**Run 1: clock routing**

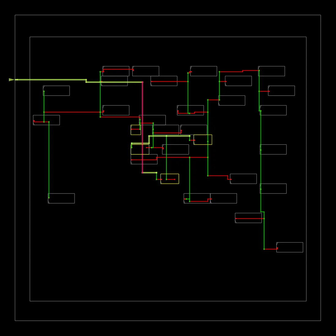
**Run 1: sizing map**

The bar under the picture is 20 um long.
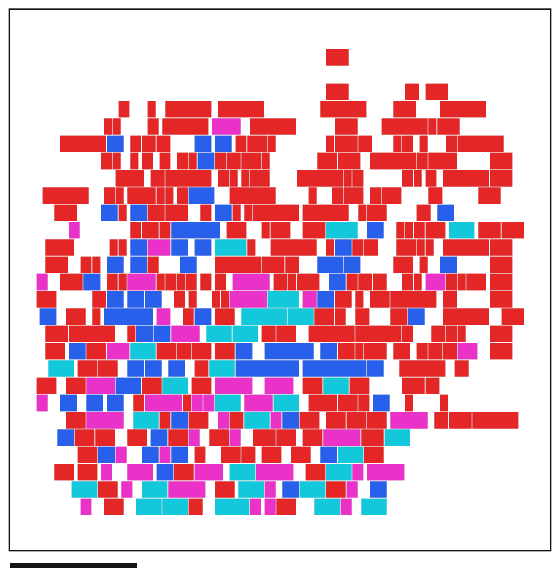
**Run 1: cells coloured by class**

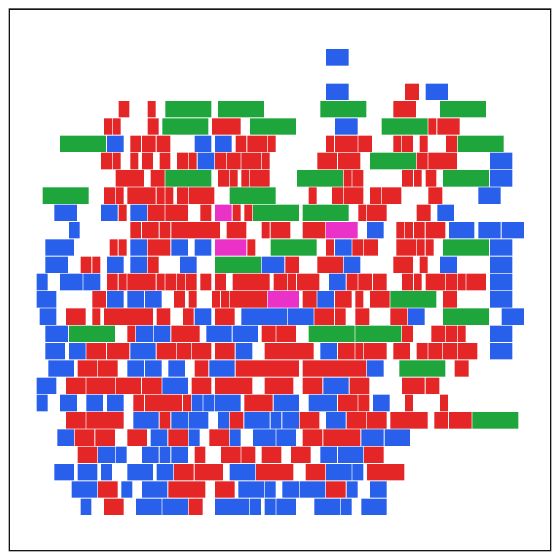
## config.mk

```make
export PLATFORM = sky130hd
export DESIGN_NAME = pipeline_hazard_ctrl_flat
export DESIGN_NICKNAME = d
export VERILOG_FILES = /design/src/rtl/it_hazard_pkg.sv /design/src/rtl/pipeline_hazard_ctrl_if.sv /design/src/rtl/it_fwd_unit.sv /design/src/rtl/pipeline_hazard_ctrl.sv /design/src/flat_wrapper.sv
export SDC_FILE = /design/constraint.sdc
export NUM_CORES = 1
export LEC_CHECK = 0
export ABC_AREA = 0
export CAP_MARGIN = 20
export CORE_MARGIN = 4
export CORE_UTILIZATION = 35
export CTS_CLUSTER_DIAMETER = 100
export CTS_CLUSTER_SIZE = 28
export DETAILED_ROUTE_END_ITERATION = 10
export PLACE_DENSITY = 0.72
export SYNTH_ARGS = -nofsm -noshare
export SYNTH_HDL_FRONTEND = slang
export SYNTH_SLANG_ARGS = --single-unit
```

## constraint.sdc

```tcl
create_clock -name clk -period 2.79 [get_ports clk]
set_clock_uncertainty 0.2 [all_clocks]
set_input_delay 0.6975 -clock clk [delete_from_list [all_inputs] [get_ports clk]]
set_output_delay 0.6975 -clock clk [all_outputs]
set_load 0.02 [all_outputs]
```

## src/rtl/it_hazard_pkg.sv

```systemverilog
// rtl/it_hazard_pkg.sv - shared types and constants for the pipeline hazard controller
//
// Contents:
//   hz_state_t     controller state (RUN, DIV_WAIT, FLUSH2)
//   FWD_*          operand-forwarding select encodings
//   REG_AW_DEF     default register-address width
//   DIV_CYCLES_DEF default divide stall length

package it_hazard_pkg;

    localparam int REG_AW_DEF     = 8;
    localparam int DIV_CYCLES_DEF = 16;

    typedef enum logic [1:0] {
        ST_RUN      = 2'd0,
        ST_DIV_WAIT = 2'd1,
        ST_FLUSH2   = 2'd2
    } hz_state_t;

    // Forwarding selects seen by the EX operand muxes
    localparam logic [1:0] FWD_RF    = 2'd0;
    localparam logic [1:0] FWD_EXMEM = 2'd1;
    localparam logic [1:0] FWD_MEMWB = 2'd2;

endpackage

```

## src/rtl/pipeline_hazard_ctrl_if.sv

```systemverilog
// rtl/pipeline_hazard_ctrl_if.sv - pipeline observation inputs and hazard control outputs
//
// Signals:
//   id_a_reg/id_b_reg/id_uses_b        sources of the instruction in ID
//   ex_c_reg/ex_rwe/ex_load/ex_div     destination and kind of the instruction in EX
//   ex_jump_taken                      branch/jump resolved taken in EX
//   mem_c_reg/mem_rwe, wb_c_reg/wb_rwe destinations further down the pipe
//   stall/flush_if_id/bubble_id_ex     pipeline control outputs
//   fwd_a_sel/fwd_b_sel                EX operand forwarding selects
//   div_start                          one-cycle divider kick
//   stall_cycles                       saturating stall counter
// Modports: master drives the pipeline observations, slave is the controller.

interface pipeline_hazard_ctrl_if
    import it_hazard_pkg::*;
#(
    parameter int REG_AW = REG_AW_DEF
);
    logic [REG_AW-1:0] id_a_reg;
    logic [REG_AW-1:0] id_b_reg;
    logic              id_uses_b;
    logic [REG_AW-1:0] ex_c_reg;
    logic              ex_rwe;
    logic              ex_load;
    logic              ex_div;
    logic              ex_jump_taken;
    logic [REG_AW-1:0] mem_c_reg;
    logic              mem_rwe;
    logic [REG_AW-1:0] wb_c_reg;
    logic              wb_rwe;

    logic              stall;
    logic              flush_if_id;
    logic              bubble_id_ex;
    logic [1:0]        fwd_a_sel;
    logic [1:0]        fwd_b_sel;
    logic              div_start;
    logic [15:0]       stall_cycles;

    modport master (
        output id_a_reg, id_b_reg, id_uses_b,
        output ex_c_reg, ex_rwe, ex_load, ex_div, ex_jump_taken,
        output mem_c_reg, mem_rwe, wb_c_reg, wb_rwe,
        input  stall, flush_if_id, bubble_id_ex,
        input  fwd_a_sel, fwd_b_sel, div_start, stall_cycles
    );

    modport slave (
        input  id_a_reg, id_b_reg, id_uses_b,
        input  ex_c_reg, ex_rwe, ex_load, ex_div, ex_jump_taken,
        input  mem_c_reg, mem_rwe, wb_c_reg, wb_rwe,
        output stall, flush_if_id, bubble_id_ex,
        output fwd_a_sel, fwd_b_sel, div_start, stall_cycles
    );

endinterface

```

## src/rtl/it_fwd_unit.sv

```systemverilog
// rtl/it_fwd_unit.sv - combinational forwarding select for one EX operand
//
// Ports:
//   i_src_reg   source register address read by the ID instruction
//   i_src_used  operand is actually read (0 for immediate forms)
//   i_mem_c_reg/i_mem_rwe  destination and write enable in MEM
//   i_wb_c_reg/i_wb_rwe    destination and write enable in WB
//   o_sel       FWD_RF / FWD_EXMEM / FWD_MEMWB

module it_fwd_unit
    import it_hazard_pkg::*;
#(
    parameter int REG_AW = REG_AW_DEF
) (
    input  logic [REG_AW-1:0] i_src_reg,
    input  logic              i_src_used,
    input  logic [REG_AW-1:0] i_mem_c_reg,
    input  logic              i_mem_rwe,
    input  logic [REG_AW-1:0] i_wb_c_reg,
    input  logic              i_wb_rwe,
    output logic [1:0]        o_sel
);

    logic w_hit_mem;
    logic w_hit_wb;

    // No hardwired zero register: address 0 forwards like any other.
    assign w_hit_mem = i_mem_rwe && (i_mem_c_reg == i_src_reg);
    assign w_hit_wb  = i_wb_rwe  && (i_wb_c_reg  == i_src_reg);

    always_comb begin
        o_sel = FWD_RF;
        if (i_src_used) begin
            // The younger producer (MEM) wins over the older one (WB).
            if (w_hit_mem) begin
                o_sel = FWD_EXMEM;
            end else if (w_hit_wb) begin
                o_sel = FWD_MEMWB;
            end
        end
    end

endmodule

```

## src/rtl/pipeline_hazard_ctrl.sv

```systemverilog
// rtl/pipeline_hazard_ctrl.sv - stall/flush/bubble, forwarding and divide sequencing for a 5-stage pipe
//
// Ports:
//   clk    clock
//   rst_n  synchronous active-low reset
//   hz     pipeline_hazard_ctrl_if.slave: ID/EX/MEM/WB observations in,
//          stall, flush_if_id, bubble_id_ex, fwd_a_sel, fwd_b_sel,
//          div_start and stall_cycles out
// Parameters:
//   DIV_CYCLES  stall cycles a divide holds EX (1..255)
//   REG_AW      register-address width, must match the interface instance

module pipeline_hazard_ctrl
    import it_hazard_pkg::*;
#(
    parameter int DIV_CYCLES = DIV_CYCLES_DEF,
    parameter int REG_AW     = REG_AW_DEF
) (
    input  logic                 clk,
    input  logic                 rst_n,
    pipeline_hazard_ctrl_if.slave hz
);

    // The RUN cycle that accepts the divide is the first stall cycle,
    // so the counter only has to cover the remaining DIV_CYCLES-1.
    localparam logic [7:0] DIV_LOAD = 8'(DIV_CYCLES - 1);

    hz_state_t   r_state;
    hz_state_t   w_state_nxt;
    logic [7:0]  r_div_cnt;
    logic [7:0]  w_div_cnt_nxt;
    logic [15:0] r_stall_cycles;
    logic        r_out_en;

    logic        w_en;
    logic        w_load_use;
    logic        w_stall;
    logic        w_flush;
    logic        w_bubble;
    logic        w_div_start;
    logic [1:0]  w_fwd_a;
    logic [1:0]  w_fwd_b;

    // Outputs stay quiet while in reset and for the first cycle after
    // release, so a stray ex_div/ex_jump_taken there cannot start anything.
    assign w_en = r_out_en && rst_n;

    assign w_load_use = hz.ex_load && hz.ex_rwe &&
                        ((hz.ex_c_reg == hz.id_a_reg) ||
                         (hz.id_uses_b && (hz.ex_c_reg == hz.id_b_reg)));

    it_fwd_unit #(.REG_AW(REG_AW)) u_fwd_a (
        .i_src_reg   (hz.id_a_reg),
        .i_src_used  (1'b1),
        .i_mem_c_reg (hz.mem_c_reg),
        .i_mem_rwe   (hz.mem_rwe),
        .i_wb_c_reg  (hz.wb_c_reg),
        .i_wb_rwe    (hz.wb_rwe),
        .o_sel       (w_fwd_a)
    );

    it_fwd_unit #(.REG_AW(REG_AW)) u_fwd_b (
        .i_src_reg   (hz.id_b_reg),
        .i_src_used  (hz.id_uses_b),
        .i_mem_c_reg (hz.mem_c_reg),
        .i_mem_rwe   (hz.mem_rwe),
        .i_wb_c_reg  (hz.wb_c_reg),
        .i_wb_rwe    (hz.wb_rwe),
        .o_sel       (w_fwd_b)
    );

    always_comb begin
        w_state_nxt   = r_state;
        w_div_cnt_nxt = r_div_cnt;
        w_stall       = 1'b0;
        w_flush       = 1'b0;
        w_bubble      = 1'b0;
        w_div_start   = 1'b0;
        if (w_en) begin
            case (r_state)
                ST_RUN: begin
                    // Jump beats divide beats load-use.
                    if (hz.ex_jump_taken) begin
                        w_flush     = 1'b1;
                        w_bubble    = 1'b1;
                        w_state_nxt = ST_FLUSH2;
                    end else if (hz.ex_div) begin
                        w_stall       = 1'b1;
                        w_div_start   = 1'b1;
                        w_div_cnt_nxt = DIV_LOAD;
                        w_state_nxt   = ST_DIV_WAIT;
                    end else if (w_load_use) begin
                        w_stall  = 1'b1;
                        w_bubble = 1'b1;
                    end
                end
                ST_DIV_WAIT: begin
                    // On the zero cycle the divide leaves EX, so ex_div
                    // is not looked at again here.
                    if (r_div_cnt != 8'd0) begin
                        w_stall       = 1'b1;
                        w_div_cnt_nxt = r_div_cnt - 8'd1;
                    end else begin
                        w_state_nxt = ST_RUN;
                    end
                end
                ST_FLUSH2: begin
                    // Squash the word the synchronous instruction RAM
                    // already returned for the wrong-path PC.
                    w_flush     = 1'b1;
                    w_state_nxt = ST_RUN;
                end
                default: begin
                    w_state_nxt   = ST_RUN;
                    w_div_cnt_nxt = 8'd0;
                end
            endcase
        end
    end

    always_ff @(posedge clk) begin
        if (!rst_n) begin
            r_state        <= ST_RUN;
            r_div_cnt      <= 8'd0;
            r_stall_cycles <= 16'd0;
            r_out_en       <= 1'b0;
        end else begin
            r_state   <= w_state_nxt;
            r_div_cnt <= w_div_cnt_nxt;
            r_out_en  <= 1'b1;
            if (w_stall && (r_stall_cycles != 16'hFFFF)) begin
                r_stall_cycles <= r_stall_cycles + 16'd1;
            end
        end
    end

    assign hz.stall        = w_stall;
    assign hz.flush_if_id  = w_flush;
    assign hz.bubble_id_ex = w_bubble;
    assign hz.div_start    = w_div_start;
    assign hz.fwd_a_sel    = w_en ? w_fwd_a : FWD_RF;
    assign hz.fwd_b_sel    = w_en ? w_fwd_b : FWD_RF;
    assign hz.stall_cycles = r_stall_cycles;

endmodule

```

## src/flat_wrapper.sv

```systemverilog
// flat-port wrapper written by rule: the top's interface ports become plain ports
module pipeline_hazard_ctrl_flat import it_hazard_pkg::*;
#(
    parameter int DIV_CYCLES = DIV_CYCLES_DEF,
    parameter int REG_AW     = REG_AW_DEF
)
  (clk, rst_n, hz_id_a_reg, hz_id_b_reg, hz_id_uses_b, hz_ex_c_reg, hz_ex_rwe, hz_ex_load, hz_ex_div, hz_ex_jump_taken, hz_mem_c_reg, hz_mem_rwe, hz_wb_c_reg, hz_wb_rwe, hz_stall, hz_flush_if_id, hz_bubble_id_ex, hz_fwd_a_sel, hz_fwd_b_sel, hz_div_start, hz_stall_cycles);
  pipeline_hazard_ctrl_if #(.REG_AW(REG_AW)) hz_i ();
  input  logic clk;
  input  logic rst_n;
  input wire logic [$bits(hz_i.id_a_reg)-1:0] hz_id_a_reg;
  input wire logic [$bits(hz_i.id_b_reg)-1:0] hz_id_b_reg;
  input wire logic [$bits(hz_i.id_uses_b)-1:0] hz_id_uses_b;
  input wire logic [$bits(hz_i.ex_c_reg)-1:0] hz_ex_c_reg;
  input wire logic [$bits(hz_i.ex_rwe)-1:0] hz_ex_rwe;
  input wire logic [$bits(hz_i.ex_load)-1:0] hz_ex_load;
  input wire logic [$bits(hz_i.ex_div)-1:0] hz_ex_div;
  input wire logic [$bits(hz_i.ex_jump_taken)-1:0] hz_ex_jump_taken;
  input wire logic [$bits(hz_i.mem_c_reg)-1:0] hz_mem_c_reg;
  input wire logic [$bits(hz_i.mem_rwe)-1:0] hz_mem_rwe;
  input wire logic [$bits(hz_i.wb_c_reg)-1:0] hz_wb_c_reg;
  input wire logic [$bits(hz_i.wb_rwe)-1:0] hz_wb_rwe;
  output wire logic [$bits(hz_i.stall)-1:0] hz_stall;
  output wire logic [$bits(hz_i.flush_if_id)-1:0] hz_flush_if_id;
  output wire logic [$bits(hz_i.bubble_id_ex)-1:0] hz_bubble_id_ex;
  output wire logic [$bits(hz_i.fwd_a_sel)-1:0] hz_fwd_a_sel;
  output wire logic [$bits(hz_i.fwd_b_sel)-1:0] hz_fwd_b_sel;
  output wire logic [$bits(hz_i.div_start)-1:0] hz_div_start;
  output wire logic [$bits(hz_i.stall_cycles)-1:0] hz_stall_cycles;
  assign hz_i.id_a_reg = hz_id_a_reg;
  assign hz_i.id_b_reg = hz_id_b_reg;
  assign hz_i.id_uses_b = hz_id_uses_b;
  assign hz_i.ex_c_reg = hz_ex_c_reg;
  assign hz_i.ex_rwe = hz_ex_rwe;
  assign hz_i.ex_load = hz_ex_load;
  assign hz_i.ex_div = hz_ex_div;
  assign hz_i.ex_jump_taken = hz_ex_jump_taken;
  assign hz_i.mem_c_reg = hz_mem_c_reg;
  assign hz_i.mem_rwe = hz_mem_rwe;
  assign hz_i.wb_c_reg = hz_wb_c_reg;
  assign hz_i.wb_rwe = hz_wb_rwe;
  assign hz_stall = hz_i.stall;
  assign hz_flush_if_id = hz_i.flush_if_id;
  assign hz_bubble_id_ex = hz_i.bubble_id_ex;
  assign hz_fwd_a_sel = hz_i.fwd_a_sel;
  assign hz_fwd_b_sel = hz_i.fwd_b_sel;
  assign hz_div_start = hz_i.div_start;
  assign hz_stall_cycles = hz_i.stall_cycles;
  pipeline_hazard_ctrl #(.DIV_CYCLES(DIV_CYCLES), .REG_AW(REG_AW)) u_core (.clk(clk), .rst_n(rst_n), .hz(hz_i));
endmodule
```

==> flow_metrics.tcl, run 1 <==
# implementation run metrics
set metrics [dict create \
    wl_met3_um 266 \
    ys_top_logic_family "simple AND/OR/NAND/NOR gates" \
    power.density_mw_per_mm2 282 \
    async_reset_ff_frac 0 \
    violations "negative setup slack" \
    startpoint_type "input port" \
    yosysChipArea_mm2 0.00207 \
    placed_area_mm2 0.00326 \
    hold_depth 2 \
    drc_errors 0 \
    finalHoldViolations 0 \
    crit_fanout 2 \
    ys_ff 27 \
    worstSetupEndpoint "hz_bubble_id_ex" \
    finalSetupViolations 4 \
    cts_resized 188 \
    lay_top_count "buf_4" \
    grt_pass1_vias 2351 \
    die_area_mm2 0.00722 \
    combPwrFrac 0.347 \
    hold_buffers 0 \
    top_power_group "sequential cells" \
    met1_usage 0.241 \
    vias 2386 \
    clkPwrFrac 0.246 \
    outcome "finished with violations" \
    worst_r2r_endpoint "u_core.hz.stall_cycles[8]" \
    slew_violations 0 \
    layout_setup_ws_ps -188 \
    power.internal_uw 675 \
    fin_cells 461 \
    simple_gate_area_frac 0.294 \
    pg_seq_uw 401 \
    endpoint_kind "primary output" \
    edf_count 0 \
    rsz0062_at_grt "yes" \
    syn_area_mm2 0.00207 \
    switchingPower_uw 310 \
    postCtsSetupBuffers 5 \
    portBuffers 72 \
    synth.distinct_cells 42 \
    gr-total-overflow 0 \
    path_depth 8 \
]
## Picture notes: 'clock routing'
CTS sink count: 27
total CTS buffers: 3
Clock group: 242 uW
Flop Count: 27

## Picture notes: 'sizing map'
Key: drive 2 = magenta [cells 44, share 11%]; drive 1 or less = red [cells 256, share 66%]; drive 3 to 4 = blue [cells 59, share 15%]; drive 6 and up = cyan [cells 30, share 7.7%]

## Picture notes: 'cells coloured by class'
Key: other buffers and delay cells = blue [cells 132]; all other logic = red [cells 226]; flip-flops = green [cells 27]; clock drivers and dummy loads = magenta [cells 4]

[run 1: flip-flops by register name (all words and copies together) (netlist names)]
name / count
u_core.hz.stall_cycles: 16
u_core.r_div_cnt: 8
u_core.r_out_en: 1
u_core.r_state: 2
[run 1: through the flow]
step / util / worst slack (ps)
final: 0.619 / -188
after floorplan: - / 59.8
after global routing: 0.619 / -324
after global placement: 0.579 / -1080
after detailed placement: 0.579 / -1050
after CTS: 0.601 / -236
[run 1: cell type report]
type | instances | area, um^2
clock buffer | 3 | 41.3
clock inverter | 1 | 7.51
fill | 456 | 2150
inverter | 10 | 37.5
multi-input combinational | 216 | 1640
sequential | 27 | 541
tap | 72 | 90.1
timing repair buffer | 132 | 1140
**Run 1: routed clock nets over the placement**

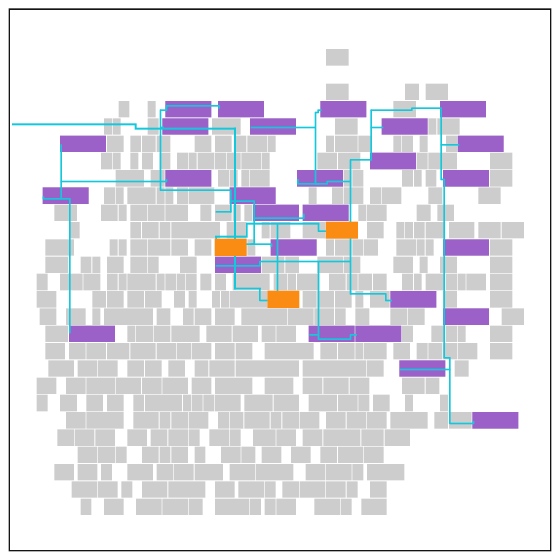

--- run 2 (diff from run 1) ---
--- a/config.mk
+++ b/config.mk
@@ -12,7 +12,6 @@
 export CTS_CLUSTER_DIAMETER = 100
 export CTS_CLUSTER_SIZE = 28
 export DETAILED_ROUTE_END_ITERATION = 10
-export PLACE_DENSITY = 0.72
 export SYNTH_ARGS = -nofsm -noshare
 export SYNTH_HDL_FRONTEND = slang
 export SYNTH_SLANG_ARGS = --single-unit
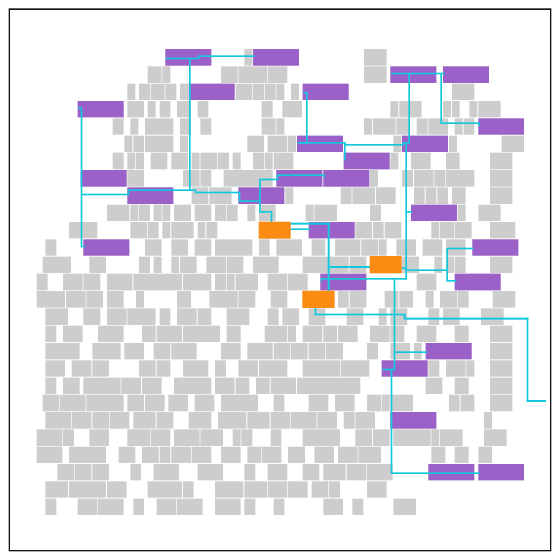
**Above:** run 2 (routed clock nets over the placement).
Key: clock wires = cyan [length 369 um]; flip-flops = purple [count 27]; cells driving clock nets = orange [count 3]
There are 4 routed clock nets.

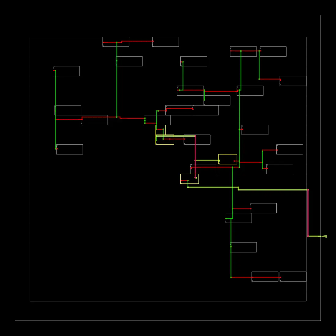
**Above:** run 2 (clock routing).
Clock group: 234 uW
CLK BUF: 3
Clock Latency Late Sink: 280 ps

==> run 2 against run 1 <==
  * The run still ends with negative setup slack left
  * Flip-flop count unchanged
  * Clock power is 3% lower
  * Non-clock buffer count rose by 3
  * Critical path type unchanged
==> flow_metrics.tcl, run 2 <==
# implementation run metrics
set metrics [dict create \
    simple_gate_area_frac 0.294 \
    yosysChipArea_mm2 0.00207 \
    seqCellArea_um2 541 \
    met1_usage 0.241 \
    syn_area_mm2 0.00207 \
    wl_met3_um 294 \
    pg_seq_uw 402 \
    row_count 27 \
    flops 27 \
    rsz0062_at_grt "yes" \
    outcome "finished with violations" \
    async_reset_ff_frac 0 \
    worst_r2r_endpoint "u_core.hz.stall_cycles[8]" \
    hold_buffers 0 \
    finalSetupViolations 4 \
    lay_top_count "buf_4" \
    endpoint_kind "primary output" \
    largest_register_ffs 16 \
    multiInputCombCellCount 216 \
    startpoint_type "input port" \
    slew_violations 0 \
    crit_fanout 2 \
    clk_share 0.0139 \
    comb_area_mm2 0.00164 \
    vias 2333 \
    layout_setup_ws_ps -170 \
    cts_buffers 3 \
    final_core_util 0.623 \
    synth-xor-area-share 0.220 \
    postCtsSetupBuffers 2 \
    bufAreaShareNonClock 0.330 \
    finalHoldViolations 0 \
    die_area_mm2 0.00722 \
    drc_errors 0 \
    ir_worst_vdd_v 0.000172 \
    top_power_group "sequential cells" \
    synth.distinct_cells 42 \
    taps 72 \
    clock-sinks 27 \
    sh_seq_area 0.154 \
    nNonClkInverters 10 \
    violations "negative setup slack" \
    gr-total-overflow 0 \
    ys_top_logic_family "simple AND/OR/NAND/NOR gates" \
    n_fill_cell 510 \
    comb_share 0.466 \
    edf_count 0 \
    grt_pass1_vias 2308 \
    power.density_mw_per_mm2 277 \
]
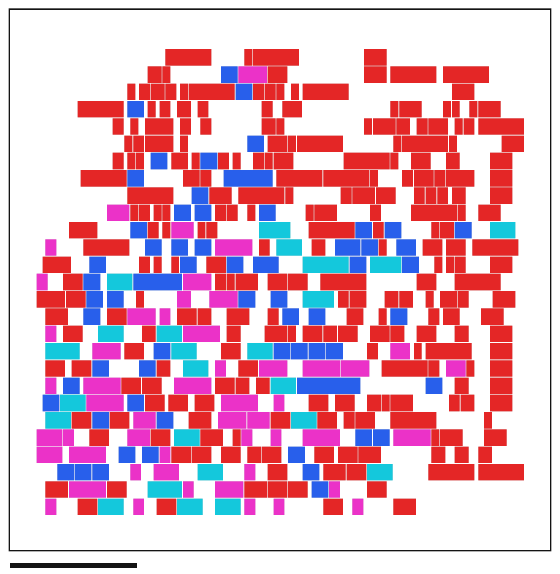
**Above:** run 2 (sizing map).
The bar under the picture is 20 um long.
Key: drive 6 and up = cyan [cells 24, share 6.1%]; drive 3 to 4 = blue [cells 62, share 16%]; drive 1 or less = red [cells 255, share 65%]; drive 2 = magenta [cells 51, share 13%]

run 2: cell counts after synthesis:
No cell type changed its count.
run 2: worst max path at each step:
stage,from,endpoint,slack [ps],cells past startpoint
after floorplan,hz_id_b_reg[7],hz_bubble_id_ex,60,6
after global placement,hz_id_b_reg[7],hz_bubble_id_ex,-1120,8
after detailed placement,hz_id_b_reg[7],hz_bubble_id_ex,-1080,8
after CTS,hz_id_a_reg[6],hz_bubble_id_ex,-210,8
after global routing,hz_id_a_reg[6],hz_bubble_id_ex,-280,8
final,hz_id_a_reg[6],hz_bubble_id_ex,-170,8
run 2: per-stage QoR:
stage | worst slack, ps | hold slack, ps | instances
detailed placement | -1080 | 291 | 456
global route | -283 | 328 | 464
floorplan | 59.8 | 258 | 262
CTS | -209 | 313 | 462
global placement | -1120 | 293 | 456
finish | -170 | 312 | 464
**Run 2: cells coloured by class**

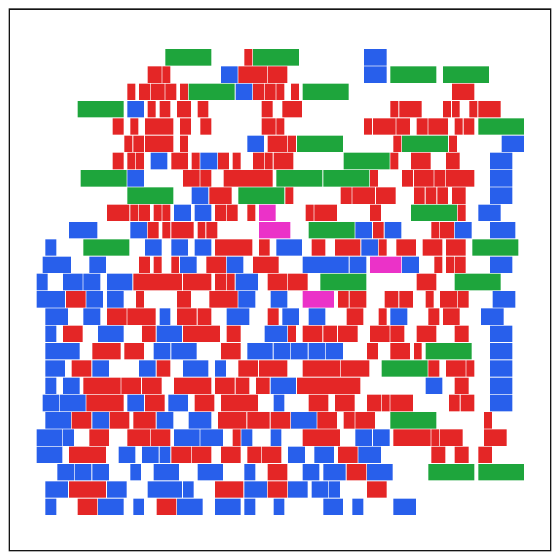

--- run 3 (diff from run 2) ---
--- a/config.mk
+++ b/config.mk
@@ -12,6 +12,7 @@
 export CTS_CLUSTER_DIAMETER = 100
 export CTS_CLUSTER_SIZE = 28
 export DETAILED_ROUTE_END_ITERATION = 10
+export REMOVE_ABC_BUFFERS = 1
 export SYNTH_ARGS = -nofsm -noshare
 export SYNTH_HDL_FRONTEND = slang
 export SYNTH_SLANG_ARGS = --single-unit
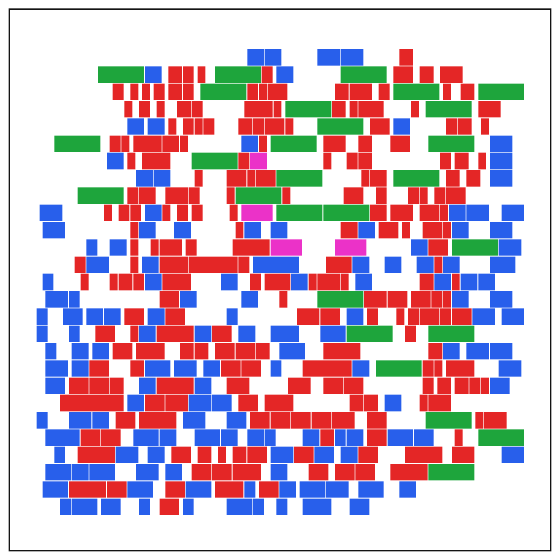
**Above:** run 3 (cells coloured by class).
Key: clock drivers and dummy loads = magenta [cells 4]; flip-flops = green [cells 27]; other buffers and delay cells = blue [cells 143]; all other logic = red [cells 226]

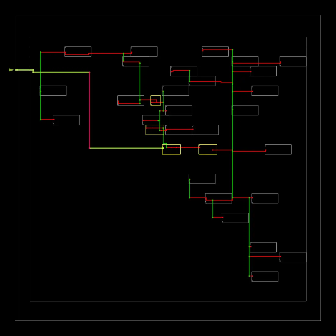
**Above:** run 3 (clock routing).
Clock group: 232 uW

==> run 3 against run 2 <==
  * The run still ends with negative setup slack left
  * Fmax is 2.5% lower
  * Flip-flop count is the same
  * First-iteration DRC count grew 19%
  * Worst hold slack got worse by 4.9 ps
  * Area after synthesis unchanged
  * Design area grew 0.89%
  * Sequential power about the same
  * Count of clock-buffer cells in the layout did not move
  * Critical path depth unchanged
  * Clock power hardly changed
  * Register-to-register slack lost 210 ps
==> flow_metrics.tcl, run 3 <==
# implementation run metrics
set metrics [dict create \
    clock-sinks 27 \
    n_fill_cell 512 \
    gr-total-overflow 0 \
    comb_area_mm2 0.00163 \
    crit_start "hz_id_b_reg[2]" \
    pg_seq_uw 401 \
    drc_errors 0 \
    clk_share 0.0138 \
    comb_share 0.459 \
    clkbuf_count 3 \
    combPwrFrac 0.349 \
    outcome "finished with violations" \
    multiInputCombCellCount 216 \
    synth-xor-area-share 0.220 \
    power.density_mw_per_mm2 275 \
    ir_worst_vdd_v 0.000186 \
    startpoint_type "input port" \
    power.internal_uw 675 \
    clkPwrFrac 0.238 \
    final_core_util 0.628 \
    buffers 143 \
    area_dominant_class "combinational gates" \
    switchingPower_uw 298 \
    fin_cells 472 \
    edf_count 0 \
    yosysChipArea_mm2 0.00207 \
    endpoint_kind "primary output" \
    portBuffers 72 \
    layout_setup_ws_ps -245 \
    crit_fanout 2 \
    bufAreaShareNonClock 0.339 \
    seqCellArea_um2 541 \
    async_reset_ff_frac 0 \
    flops 27 \
    finalSetupViolations 3 \
    ys_top_logic_family "simple AND/OR/NAND/NOR gates" \
    violations "negative setup slack" \
    taps 72 \
    top_power_group "sequential cells" \
    hold_slack_ps 307 \
    cts_buffers 3 \
    sh_seq_area 0.153 \
]
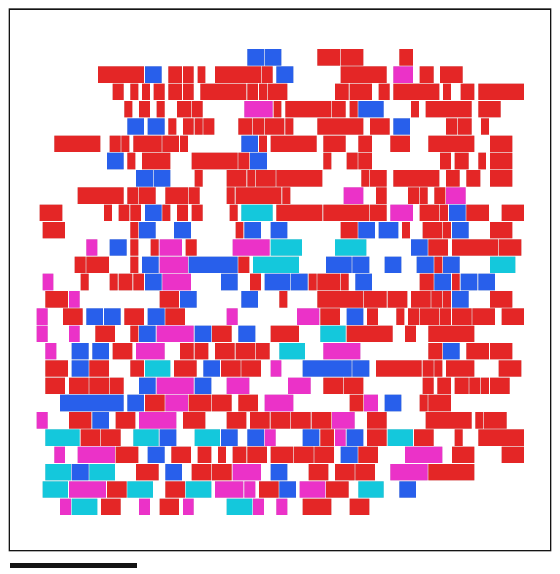
**Above:** run 3 (sizing map).
The bar under the picture is 20 um long.
Key: drive 6 and up = cyan [cells 20, share 5.0%]; drive 1 or less = red [cells 259, share 65%]; drive 2 = magenta [cells 47, share 12%]; drive 3 to 4 = blue [cells 74, share 19%]

run 3: cell counts after synthesis:
Identical to the previous run, type by type.
run 3: layer usage:
layer  global-route usage  part of all wire  up-vias
met5                    0                 0        -
met4               0.0475             0.020        0
met3               0.0282             0.041       11
met2                0.319              0.49       63
met1                0.245              0.45     1087
li1                     -                 -     1211
run 3: what timing repair did:
action,in CTS,in global routing
setup endpoints to repair,13,9
gates cloned,0,0
resized,172,35
pin swaps,39,25
setup buffers,7,0
run 3: critical path, stage by stage:
cell      delay [ps]
buf_6            100
xor2_2           170
nor4_2           260
nand4_1          200
a211oi_2         260
nor2_1            50
nor4_1           180
buf_2            220
run 3: through the flow:
step,cell area (um^2),worst slack [ps]
global placement,3330,-1100
floorplan,2030,-267
detailed placement,3330,-1100
global route,3540,-360
finish,3540,-245
CTS,3430,-364
Power and IR drop assume default switching activity.
